<file path="config.mk">
export PLATFORM = sky130hd
export DESIGN_NAME = progresive_count
export DESIGN_NICKNAME = d
export VERILOG_FILES = /design/src/rtl/progresive_count.sv
export SDC_FILE = /design/constraint.sdc
export NUM_CORES = 1
export LEC_CHECK = 0
export ABC_AREA = 1
export CELL_PAD_IN_SITES_DETAIL_PLACEMENT = 1
export CELL_PAD_IN_SITES_GLOBAL_PLACEMENT = 2
export CORE_MARGIN = 1
export CORE_UTILIZATION = 21
export CTS_CLUSTER_DIAMETER = 40
export DETAILED_ROUTE_END_ITERATION = 6
export PLACE_DENSITY_LB_ADDON = 0.2
export SLEW_MARGIN = 25
export SYNTH_ARGS = -nofsm -noshare
export SYNTH_HDL_FRONTEND = slang
export SYNTH_SLANG_ARGS = --single-unit
export TNS_END_PERCENT = 50
</file>
<file path="constraint.sdc">
create_clock -name clk_out -period 0.95 [get_ports clk_out]
set_input_delay 0.095 -clock clk_out [delete_from_list [all_inputs] [get_ports clk_out]]
set_output_delay 0.095 -clock clk_out [all_outputs]
set_load 0.01 [all_outputs]
</file>
<file path="src/rtl/progresive_count.sv">
// ---------------------------------------------------------------------------
// progresive_count
//
// Purpose:
//   Counts from 0 up to MAX_COUNT once per start request. Each count step
//   takes TICKS clk_out cycles, paced by an internal prescaler. When the
//   terminal value has been held for its full step, the block emits a
//   one-cycle completion pulse and returns to idle. suma keeps showing
//   MAX_COUNT until the next run starts.
//
// Parameters:
//   WIDTH      counter width in bits
//   MAX_COUNT  terminal count value, 1 .. 2^WIDTH-1
//   TICKS      clk_out cycles per count step, >= 1
//
// Ports:
//   clk_out      in   counting clock, all state changes on its rising edge
//   reset        in   synchronous, active-high reset
//   initSignal   in   start request, level-sampled while idle
//   finalSignal  out  registered one-cycle completion pulse
//   busy         out  registered, high while a run is in progress
//   suma         out  registered current count value
// ---------------------------------------------------------------------------
module progresive_count #(
    parameter int WIDTH     = 4,
    parameter int MAX_COUNT = 15,
    parameter int TICKS     = 1
) (
    input  logic             clk_out,
    input  logic             reset,
    input  logic             initSignal,
    output logic             finalSignal,
    output logic             busy,
    output logic [WIDTH-1:0] suma
);

    // One extra bit beyond ceil(log2(TICKS)) keeps TICKS=1 at a legal width.
    localparam int PW = $clog2(TICKS) + 1;

    localparam logic [PW-1:0]    PRE_LAST = PW'(TICKS - 1);
    localparam logic [PW-1:0]    PRE_ONE  = PW'(1);
    localparam logic [WIDTH-1:0] MAX_VAL  = WIDTH'(MAX_COUNT);
    localparam logic [WIDTH-1:0] SUM_ONE  = WIDTH'(1);

    typedef enum logic [1:0] {
        IDLE  = 2'd0,
        COUNT = 2'd1,
        DONE  = 2'd2
    } state_t;

    // Declaration values give the same power-up state as reset.
    state_t           state_q = IDLE;
    logic [PW-1:0]    pre_q   = '0;
    logic [WIDTH-1:0] suma_q  = '0;
    logic             final_q = 1'b0;
    logic             busy_q  = 1'b0;

    always_ff @(posedge clk_out) begin
        if (reset) begin
            state_q <= IDLE;
            pre_q   <= '0;
            suma_q  <= '0;
            final_q <= 1'b0;
            busy_q  <= 1'b0;
        end else begin
            case (state_q)
                IDLE: begin
                    final_q <= 1'b0;
                    if (initSignal) begin
                        state_q <= COUNT;
                        suma_q  <= '0;
                        pre_q   <= '0;
                        busy_q  <= 1'b1;
                    end
                end

                COUNT: begin
                    if (pre_q == PRE_LAST) begin
                        pre_q <= '0;
                        // The terminal value must be held for a full step
                        // before completion, so the run spans
                        // (MAX_COUNT+1)*TICKS cycles.
                        if (suma_q >= MAX_VAL) begin
                            state_q <= DONE;
                            suma_q  <= MAX_VAL;
                            final_q <= 1'b1;
                            busy_q  <= 1'b0;
                        end else begin
                            suma_q <= suma_q + SUM_ONE;
                        end
                    end else begin
                        pre_q <= pre_q + PRE_ONE;
                    end
                end

                DONE: begin
                    // Always pass through IDLE, so a held start request
                    // leaves exactly one idle cycle between runs.
                    state_q <= IDLE;
                    final_q <= 1'b0;
                end

                default: begin
                    state_q <= IDLE;
                    pre_q   <= '0;
                    suma_q  <= '0;
                    final_q <= 1'b0;
                    busy_q  <= 1'b0;
                end
            endcase
        end
    end

    assign finalSignal = final_q;
    assign busy        = busy_q;
    assign suma        = suma_q;

endmodule

</file>
==> flow_summary.toml, run 1 <==
# physical design summary
[power_and_ir_drop]
p_switching_uw = 185
p_leak_uw = 0.000244
comb_cell_power_uw = 91.2
pg_clk_uw = 271
vdd_ir_drop_max_mv = 0.522
power_uw = 719

[logic_synthesis]
syn_avg_cell_area_um2 = 7.43
synthTopCellsByArea = "dfxtp_1, nand2_1, inv_1"
ys_sh_mux = 0
yosysTopAreaCellShare = 0.431
fp_nets = 54
yosys_most_used_dff = "dfxtp_1"
compound_area_frac = 0.138

[finish]
n_all_inverters = 9
largest_register_ffs = 4
n_all_buffers = 14
final_cells = 83
fillers = 210
nNetsFinal = 73

[min_path]
whs_endpoint = "suma[0]$_SDFFE_PP0P_"

[setup_path]
worstPathCellList = "ha_4 -> nand3_4 -> nand2_2 -> inv_2 -> o21a_1"
critPathMaxFanout = 5
critical_path_required_ns = 1.10
rrSetupSlack_ns = -0.07
r2r-start = "suma[0]$_SDFFE_PP0P_"
r2r-end = "state_q[0]$_SDFFE_PP0P_"

[routing]
drc = 0
routed.top_layer = "met4"
postRouteAntennaNets = 0

[run_status]
status = "complete, but fails checks"
violations = "setup timing"

[timing]
fin_ws_ns = -0.0653
rsz0062_at_grt = "yes"
layout_min_cycle_time_ns = 1.02
worst_pin_slew_ns = 0.209
setup_viol = 4

[floorplanning]
die_y_um = 44.1
num_io_pins = 9
dieWidth_um = 44.1

[cts]
cts_buffers = 3
cts_resized = 16
postCtsHoldBufs = 0
cts.clk_slew.worst_paths_ns = 0.06

[global_route]
antenna_found_initial = 0
met2_usage = 0.171

[placement]
port_buffers = 8
Figure 1. Sequential cells coloured by netlist name (run 1).
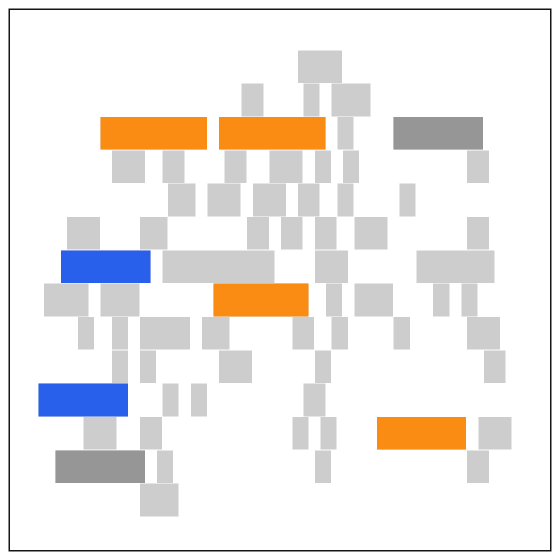
| colour | netlist name | sequential cells |
|---|---|---|
| orange | suma | 4 |
| blue | state_q | 2 |
not coloured: 2

Figure 2. The metal 2 layer (run 1).
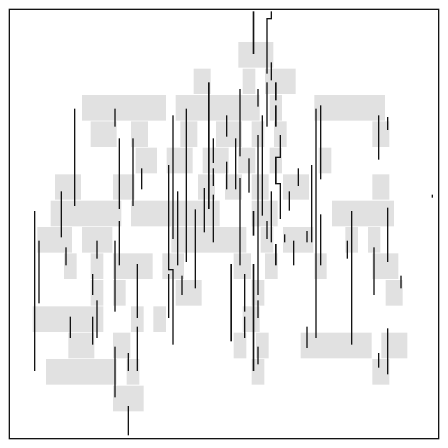
longest straight run: 23.5 um
nets with wire on the layer: 65
wire length on this layer: 413 um
share of all routed wire: 45%

Figure 3. Gate families picked out (run 1).
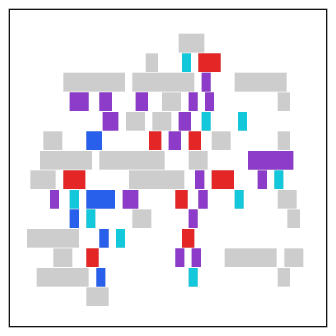
| colour | family | cells | most used |
|---|---|---|---|
| purple | nand cells | 18 | nand2_1 |
| blue | nor cells | 5 | nor2_1 |
| red | aoi and oai cells | 8 | a21oi_2 |
| cyan | inv cells | 9 | inv_1 |

## Run 2: what changed since run 1
- CORE_MARGIN: 1 -> default
Figure 4. Metal 3 (run 2).
Scale bar: 10 um.
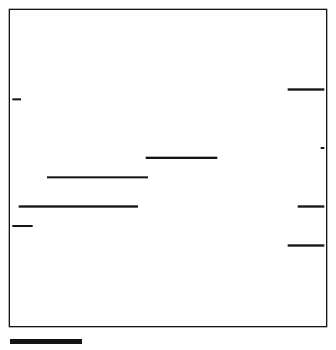
main direction: horizontal
wire length on this layer: 56.6 um
nets with wire on the layer: 7
share of all routed wire: 6.2%
Post-Route WL: 914 um
GR Layer Usage met3: 0.0735
vias: 374

Figure 5. The metal 2 layer (run 2).
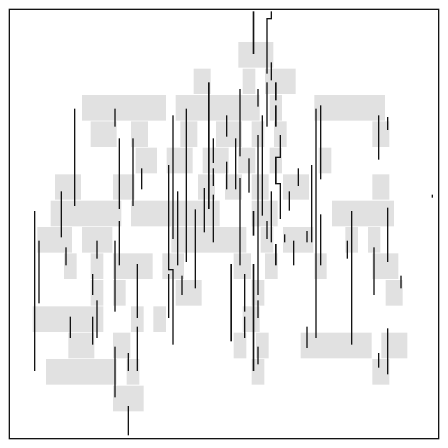
share of all routed wire: 45%
wire length on this layer: 413 um
met2 Resource Use GR: 0.171

==> run 2 against run 1 <==
The flow still finishes with violations (setup timing). Critical endpoint unchanged. Fmax is the same. Largest power group unchanged. Combinational power is essentially flat. Clock-buffer cell count is the same.
==> flow_summary.toml, run 2 <==
# physical design summary
[power_and_ir_drop]
comb_cell_power_uw = 91.2
pg_clk_uw = 271
power_uw = 719
p_switching_uw = 185
p_leak_uw = 0.000244
p_int_uw = 534
vdd_ir_drop_max_mv = 0.522

[logic_synthesis]
synthTopCellsByArea = "dfxtp_1, nand2_1, inv_1"
syn_avg_cell_area_um2 = 7.43
yosys_most_used_dff = "dfxtp_1"
fp_nets = 54
yosysTopAreaCellShare = 0.431
ys_sh_mux = 0

[setup_path]
worstPathCellList = "ha_4 -> nand3_4 -> nand2_2 -> inv_2 -> o21a_1"
r2r-end = "state_q[0]$_SDFFE_PP0P_"
rrSetupSlack_ns = -0.07
critical_path_required_ns = 1.10
r2r-start = "suma[0]$_SDFFE_PP0P_"
critPathMaxFanout = 5

[cts]
cts.clk_slew.worst_paths_ns = 0.06
postCtsHoldBufs = 0
cts_buffers = 3
cts_resized = 16

[placement]
port_buffers = 8

[timing]
fin_ws_ns = -0.0653
setup_viol = 4
rsz0062_at_grt = "yes"
layout_min_cycle_time_ns = 1.02
worst_pin_slew_ns = 0.209

[routing]
routed.top_layer = "met4"
postRouteAntennaNets = 0
drc = 0

[finish]
fillers = 210
n_all_buffers = 14
n_all_inverters = 9
largest_register_ffs = 4

[min_path]
whs_endpoint = "suma[0]$_SDFFE_PP0P_"
worst_hold_startpoint = "reset"
whs_path_depth = 2

[floorplanning]
dieWidth_um = 44.1
die_y_um = 44.1

[global_route]
antenna_found_initial = 0

[run_status]
status = "complete, but fails checks"
violations = "setup timing"
Power is estimated from default activity; no workload was simulated.
